[config.mk]
export PLATFORM = sky130hd
export DESIGN_NAME = alu_op_sequencer
export DESIGN_NICKNAME = d
export VERILOG_FILES = /design/src/rtl/alu_seq_pkg.sv /design/src/rtl/alu_seq_cmd_reg.sv /design/src/rtl/alu_op_sequencer.sv
export SDC_FILE = /design/constraint.sdc
export NUM_CORES = 1
export LEC_CHECK = 0
export ABC_AREA = 1
export CAP_MARGIN = 30
export CELL_PAD_IN_SITES_DETAIL_PLACEMENT = 1
export CELL_PAD_IN_SITES_GLOBAL_PLACEMENT = 1
export CORE_UTILIZATION = 28
export CTS_BUF_LIST = sky130_fd_sc_hd__clkbuf_16
export DETAILED_ROUTE_END_ITERATION = 10
export GPL_TIMING_DRIVEN = 0
export PLACE_DENSITY_LB_ADDON = 0.1
export SYNTH_ARGS = -nofsm -noshare
export SYNTH_HDL_FRONTEND = slang
export SYNTH_SLANG_ARGS = --single-unit
[constraint.sdc]
create_clock -name Clk -period 7.29 [get_ports Clk]
set_input_delay 1.458 -clock Clk [delete_from_list [all_inputs] [get_ports Clk]]
set_output_delay 1.458 -clock Clk [all_outputs]
set_load 0.005 [all_outputs]
[src/rtl/alu_seq_pkg.sv]
// Shared opcode constants, FSM state encoding and opcode legality check
// for the ALU operation sequencer.
package alu_seq_pkg;

  localparam logic [3:0] OP_AND = 4'b0000;
  localparam logic [3:0] OP_OR  = 4'b0001;
  localparam logic [3:0] OP_ADD = 4'b0010;
  localparam logic [3:0] OP_SUB = 4'b0110;
  localparam logic [3:0] OP_SLT = 4'b0111;
  localparam logic [3:0] OP_SGT = 4'b1000;
  localparam logic [3:0] OP_NOR = 4'b1100;
  localparam logic [3:0] OP_SRL = 4'b1101;
  localparam logic [3:0] OP_SLL = 4'b1110;
  localparam logic [3:0] OP_SRA = 4'b1111;

  typedef enum logic [1:0] {
    ST_IDLE = 2'd0,
    ST_READ = 2'd1,
    ST_EXEC = 2'd2,
    ST_WB   = 2'd3
  } state_e;

  function automatic logic op_is_legal(input logic [3:0] op);
    case (op)
      OP_AND, OP_OR, OP_ADD, OP_SUB, OP_SLT,
      OP_SGT, OP_NOR, OP_SRL, OP_SLL, OP_SRA: op_is_legal = 1'b1;
      default:                                op_is_legal = 1'b0;
    endcase
  endfunction

endpackage

[src/rtl/alu_seq_cmd_reg.sv]
// Holds the fields of the accepted command; loaded on the accept edge and
// held unchanged until the next accept.
module alu_seq_cmd_reg
  import alu_seq_pkg::*;
#(
  parameter int unsigned DW = 32,
  parameter int unsigned AW = 5
) (
  input  logic          clk_i,
  input  logic          rst_i,
  input  logic          load_i,
  input  logic [3:0]    op_i,
  input  logic [AW-1:0] rs_i,
  input  logic [AW-1:0] rt_i,
  input  logic [AW-1:0] rd_i,
  input  logic [4:0]    shamt_i,
  input  logic          imm_sel_i,
  input  logic [DW-1:0] imm_i,
  output logic [3:0]    op_o,
  output logic [AW-1:0] rs_o,
  output logic [AW-1:0] rt_o,
  output logic [AW-1:0] rd_o,
  output logic [4:0]    shamt_o,
  output logic          imm_sel_o,
  output logic [DW-1:0] imm_o
);

  logic [3:0]    op_q;
  logic [AW-1:0] rs_q;
  logic [AW-1:0] rt_q;
  logic [AW-1:0] rd_q;
  logic [4:0]    shamt_q;
  logic          imm_sel_q;
  logic [DW-1:0] imm_q;

  always_ff @(posedge clk_i or posedge rst_i) begin
    if (rst_i) begin
      op_q      <= 4'd0;
      rs_q      <= '0;
      rt_q      <= '0;
      rd_q      <= '0;
      shamt_q   <= 5'd0;
      imm_sel_q <= 1'b0;
      imm_q     <= '0;
    end else if (load_i) begin
      op_q      <= op_i;
      rs_q      <= rs_i;
      rt_q      <= rt_i;
      rd_q      <= rd_i;
      shamt_q   <= shamt_i;
      imm_sel_q <= imm_sel_i;
      imm_q     <= imm_i;
    end
  end

  assign op_o      = op_q;
  assign rs_o      = rs_q;
  assign rt_o      = rt_q;
  assign rd_o      = rd_q;
  assign shamt_o   = shamt_q;
  assign imm_sel_o = imm_sel_q;
  assign imm_o     = imm_q;

endmodule

[src/rtl/alu_op_sequencer.sv]
// Sequences one ALU/immediate command through READ, EXEC and WB, driving the
// register file, write-data mux and external ALU with registered controls.
module alu_op_sequencer
  import alu_seq_pkg::*;
#(
  parameter int unsigned DW = 32,
  parameter int unsigned AW = 5,
  parameter int unsigned CW = 16
) (
  input  logic          Clk,
  input  logic          Rst,
  input  logic          cmd_valid,
  output logic          cmd_ready,
  input  logic [3:0]    cmd_op,
  input  logic [AW-1:0] cmd_rs,
  input  logic [AW-1:0] cmd_rt,
  input  logic [AW-1:0] cmd_rd,
  input  logic [4:0]    cmd_shamt,
  input  logic          cmd_imm_sel,
  input  logic [DW-1:0] cmd_imm,
  output logic [AW-1:0] RR1,
  output logic [AW-1:0] RR2,
  output logic [3:0]    ALUOp,
  output logic [4:0]    ShiftCount,
  input  logic [DW-1:0] alu_result,
  output logic          MuxSel,
  output logic [DW-1:0] WD,
  output logic [AW-1:0] WR,
  output logic          WE,
  output logic          done,
  output logic          err,
  output logic [DW-1:0] result,
  output logic [CW-1:0] retired
);

  state_e        state_q;
  logic          ready_q;
  logic          we_q;
  logic          done_q;
  logic          err_q;
  logic          mux_q;
  logic [DW-1:0] wd_q;
  logic [DW-1:0] alu_q;
  logic [DW-1:0] result_q;
  logic [CW-1:0] retired_q;

  logic [3:0]    c_op;
  logic [AW-1:0] c_rs;
  logic [AW-1:0] c_rt;
  logic [AW-1:0] c_rd;
  logic [4:0]    c_shamt;
  logic          c_imm_sel;
  logic [DW-1:0] c_imm;

  logic          accept_c;
  logic          writes_c;
  logic [DW-1:0] result_d;
  logic [CW-1:0] retired_d;

  assign accept_c  = cmd_valid && ready_q && (state_q == ST_IDLE);
  // Immediate commands always write; ALU commands only with a legal opcode.
  assign writes_c  = c_imm_sel || op_is_legal(c_op);
  assign result_d  = c_imm_sel ? c_imm : alu_q;
  assign retired_d = retired_q + CW'(1);

  alu_seq_cmd_reg #(
    .DW (DW),
    .AW (AW)
  ) u_cmd_reg (
    .clk_i     (Clk),
    .rst_i     (Rst),
    .load_i    (accept_c),
    .op_i      (cmd_op),
    .rs_i      (cmd_rs),
    .rt_i      (cmd_rt),
    .rd_i      (cmd_rd),
    .shamt_i   (cmd_shamt),
    .imm_sel_i (cmd_imm_sel),
    .imm_i     (cmd_imm),
    .op_o      (c_op),
    .rs_o      (c_rs),
    .rt_o      (c_rt),
    .rd_o      (c_rd),
    .shamt_o   (c_shamt),
    .imm_sel_o (c_imm_sel),
    .imm_o     (c_imm)
  );

  // FSM with registered outputs; WB-phase controls are set on the EXEC edge.
  always_ff @(posedge Clk or posedge Rst) begin
    if (Rst) begin
      state_q   <= ST_IDLE;
      ready_q   <= 1'b1;
      we_q      <= 1'b0;
      done_q    <= 1'b0;
      err_q     <= 1'b0;
      mux_q     <= 1'b0;
      wd_q      <= '0;
      alu_q     <= '0;
      result_q  <= '0;
      retired_q <= '0;
    end else begin
      case (state_q)
        ST_IDLE: begin
          if (accept_c) begin
            state_q <= ST_READ;
            ready_q <= 1'b0;
          end
        end
        ST_READ: begin
          state_q <= ST_EXEC;
        end
        ST_EXEC: begin
          state_q <= ST_WB;
          alu_q   <= alu_result;
          we_q    <= writes_c;
          done_q  <= 1'b1;
          err_q   <= !writes_c;
          mux_q   <= !c_imm_sel;
          wd_q    <= c_imm_sel ? c_imm : '0;
        end
        ST_WB: begin
          state_q   <= ST_IDLE;
          ready_q   <= 1'b1;
          we_q      <= 1'b0;
          done_q    <= 1'b0;
          err_q     <= 1'b0;
          mux_q     <= 1'b0;
          wd_q      <= '0;
          retired_q <= retired_d;
          if (writes_c) begin
            result_q <= result_d;
          end
        end
        default: begin
          state_q <= ST_IDLE;
        end
      endcase
    end
  end

  assign cmd_ready  = ready_q;
  assign RR1        = c_rs;
  assign RR2        = c_rt;
  assign ALUOp      = c_op;
  assign ShiftCount = c_shamt;
  assign WR         = c_rd;
  assign WE         = we_q;
  assign done       = done_q;
  assign err        = err_q;
  assign MuxSel     = mux_q;
  assign WD         = wd_q;
  assign result     = result_q;
  assign retired    = retired_q;

endmodule
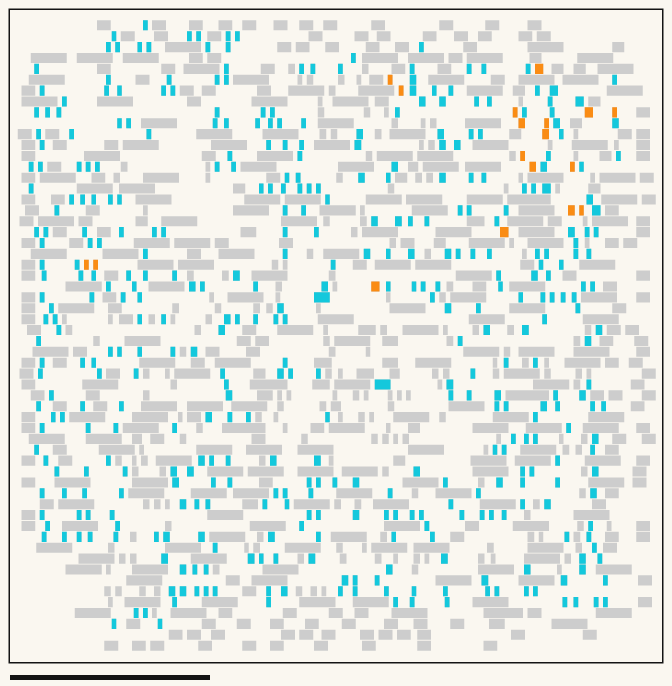
(images/gates.png)
The bar under the picture is 50 um long.
[cyan] nand cells | cells: 410 | most used: nand2_1 | where: all over the die
[orange] nor cells | cells: 18 | most used: nor2_1

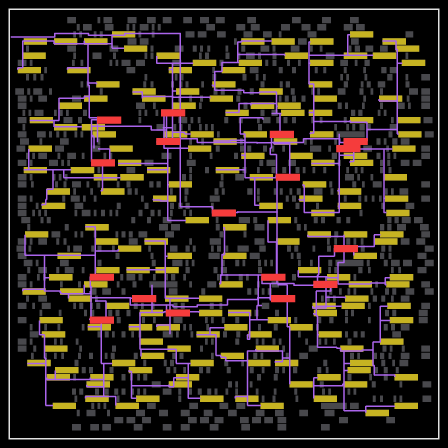
(images/clock_wires.png)
[yellow] flip-flops | count: 176
[red] clock-net drivers | count: 17
[purple] clock wires | length: 2520 um
routed clock nets: 18
clock power share: 0.479
Clock Latency Late Sink: 0.43 ns

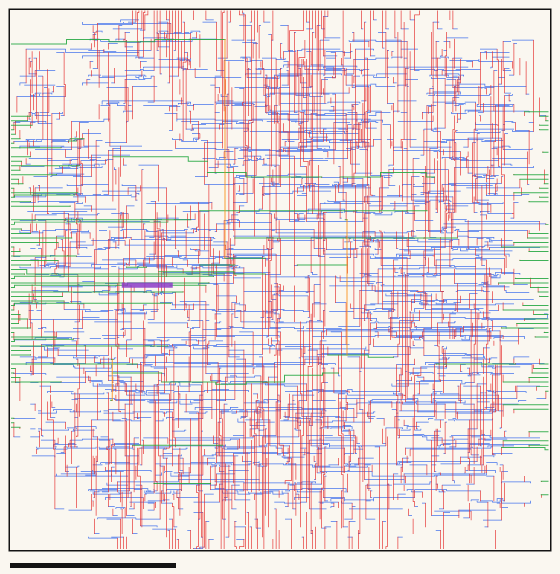
(images/layers.png)
The bar under the picture is 50 um long.
[green] M3 | wire length: 1730 um
[red] M2 | wire length: 11000 um
[blue] M1 | wire length: 10500 um
[orange] M4 | wire length: 120 um
[purple] M5 | wire length: 13.8 um
Avg WL per Cell: 16.9 um
Via Count: 6254

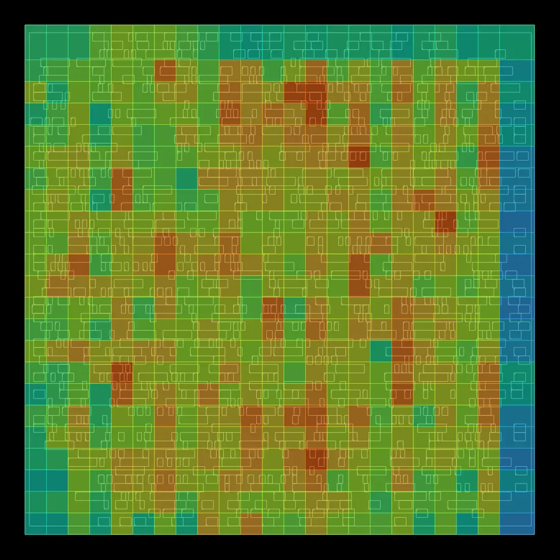
(images/congestion_map.png)
met3 Use GR: 0.0609
post-route core utilization: 0.407
GR Util All Layers: 0.185

==> metrics.yaml <==
outcome:
  status: "finished clean"
worst_hold_path:
  min_path_type: "register to register"
  hold_start: "result[12]$_DFFE_PP0P_"
power_and_ir_drop:
  leakage_nw: 4.98
  p_clk_mw: 0.963
  maxPowerGroup: "sequential cells"
  p_sw_mw: 0.446
  p_comb_mw: 0.0722
  pg_seq_mw: 0.976
  pwr-share-seq: 0.485
  ir_worst_vdd_uv: 132
  p_per_area_nw_per_um2: 195
  combPwrFrac: 0.036
  p_int_mw: 1.57
  switching_share: 0.222
timing:
  relSlewSlack: 0.586
  setup_viol: 0
  tightest_slew_ns: 0.621
  fin_crit_sh: 0.416
  hold_viol_final: 0
  finalSetupTns_ns: 0
  fin_worst_skew_ns: 0.0110
  slew_violations: 0
  fin_ws_ns: 4.26
  finalCriticalPeriod_ns: 3.03
  fmax_mhz: 330
  grt_setup_unrepaired: "no"
final_layout:
  sh_seq_area: 0.427
  design.seq.count: 176
  mi_logic_area_um2: 2420
  num-nonclk-inverters: 53
  drive_gt1_frac: 0.0645
  fill_cells: 2953
  diodes: 0
  comb_share: 0.235
  n_all_buffers: 247
  clk_share: 0.0590
  syn_to_final_growth_pct: 42.2
  clkbuf_count: 17
  regArea_um2: 4410
  dominant_cells: "flip-flops and latches"
  nMultiInputCombCells: 547
  buf_share: 0.219
  fin_nets: 1139
clocking:
  post_cts_buffers: 0
  post_cts_resize_count: 0
  cts.sinks: 176
  cts_buffers: 17
  cts-root-buf: "clkbuf_16"
  htreeDepth: 4
  hold_buffers: 0
  cts_buffer_depth: 2
  cts_tree: "done"
  clk_pin_slew_ns: 0.07
logic_synthesis:
  fp_nets: 919
  syn_avg_cell_area_um2: 8.82
  yosysChipArea_um2: 7250
  yosysSeqAreaShare: 0.607
  synthCells: 822
  top_cell: "nand2_1"
  yosys_cells: 822
  ys_warn_count: 0
  ys_top_cells_by_area: "dfrtp_1, nand2_1, o21ai_0"
  top_area_cell: "dfrtp_1"
  top_cells_by_count: "nand2_1, dfrtp_1, o21ai_0, nand3_1, inv_1"
  enable_flop_cells: 0
  ys.flops: 176
  top_area_frac: 0.604
  async_flop_share: 1.00
  yosysUniqueCellTypes: 22
  syn-cell-area_um2: 7250
  ff_type: "dfrtp_1"
grt:
  grt_pass1_wl_um: 37100
  overflow: 0
  antenna_found_initial: 1
  grt_use_met2: 0.297
  grt_max_degree: 96
  grt_use_met1: 0.243
  busiest_layer: "met2"
  grt_pass1_vias: 6560
critical_path:
  path_max_fanout: 4
  path_delay_family: "buffers and inverters"
  worstPathRequired_ns: 5.83
  crit_type: "register to primary output"
  arrival_ns: 1.57
  cp_slowest_stage_delay_ns: 0.60
  path_buffers: 1
  crit_chain: "clkdlybuf4s50_1"
  startpoint: "cmd_ready$_DFFE_PP1P_"
  critical_path.slowest_cell: "clkdlybuf4s50_1"
  worst_setup_path_start_kind: "register"
  r2r-start: "state_q[0]$_DFFE_PP0P_"
floorplanning:
  die_h_um: 163
  fp_util: 0.286
  taps: 330
  dieWidth_um: 163
  core_area_um2: 25300
  row_count: 58
  dieArea_um2: 26600
routing:
  drt_iter0_drc: 306
  wl_met2_um: 11000
  drc: 0
  ant_nets: 0
  first_pass_iters: 4
  dr_wl_met3_um: 1730
  highest_layer: "met5"
  routed_via_density: 4.52
  routed_wirelength_um: 23300
  drt-met1-wl_um: 10500
place:
  io_buffers: 200
  dp_hpwl_um: 16800
  gp_congestion: 0.723
  dpl_worst_slack_ns: 4.25
job:
  maxCapViolations: 0
  warning_count: 29
## cells in the final DEF, fill, tap and decap left out, types with 4 or more instances in the layout
master             n
clkbuf_16         17
nor2_2             4
xor2_1             6
ha_1               5
buf_1              5
nand3_1           75
nand4_1            4
o21ai_0          101
clkbuf_1          14
clkdlybuf4s50_1  200
nand2_1          329
dfrtp_1          175
inv_1             50
buf_2             22
nor2_1            10
nor3_1             4
xnor2_1            5
## path summary, 6_finish.rpt
| kind | end | slack (ns) | cells past startpoint |
|---|---|---|---|
| max reg2reg | WD[26]$_DFFE_PP0P_ | 5.42 | 7 |
| max | cmd_ready | 4.26 | 1 |
| min reg2reg | result[12]$_DFFE_PP0P_ | 0.48 | 2 |
| min in group asynchronous | result[17]$_DFFE_PP0P_ | 1.51 | 2 |
| min | result[12]$_DFFE_PP0P_ | 0.48 | 2 |
| max in group asynchronous | u_cmd_reg.shamt_o[2]$_DFFE_PP0P_ | 4.88 | 3 |
## through the flow
| step | cells | power [mW] | area (um2) | hold WS [ns] |
|---|---|---|---|---|
| 2_1_floorplan | 822 | 1.01 | 7250 | 0.449 |
| 3_3_place_gp | 1352 | 1.07 | 9670 | 0.456 |
| 3_5_place_dp | 1353 | 1.07 | 9700 | 0.462 |
| 4_1_cts | 1385 | 2.05 | 10300 | 0.481 |
| 5_1_grt | 1385 | 2.09 | 10300 | 0.494 |
| 6_report | 1385 | 2.01 | 10300 | 0.476 |
## cells by family after synthesis
group,Yosys count,share of synthesized area
AND-OR/OR-AND,103,0.0716
AND/OR/NAND/NOR,428,0.240
buffers and inverters,99,0.0592
XOR/XNOR,11,0.0133
adder cells (fa/ha/maj),5,0.00863
flip-flops,176,0.607
Power figures rest on the tool's default switching activity, not on a simulated workload.
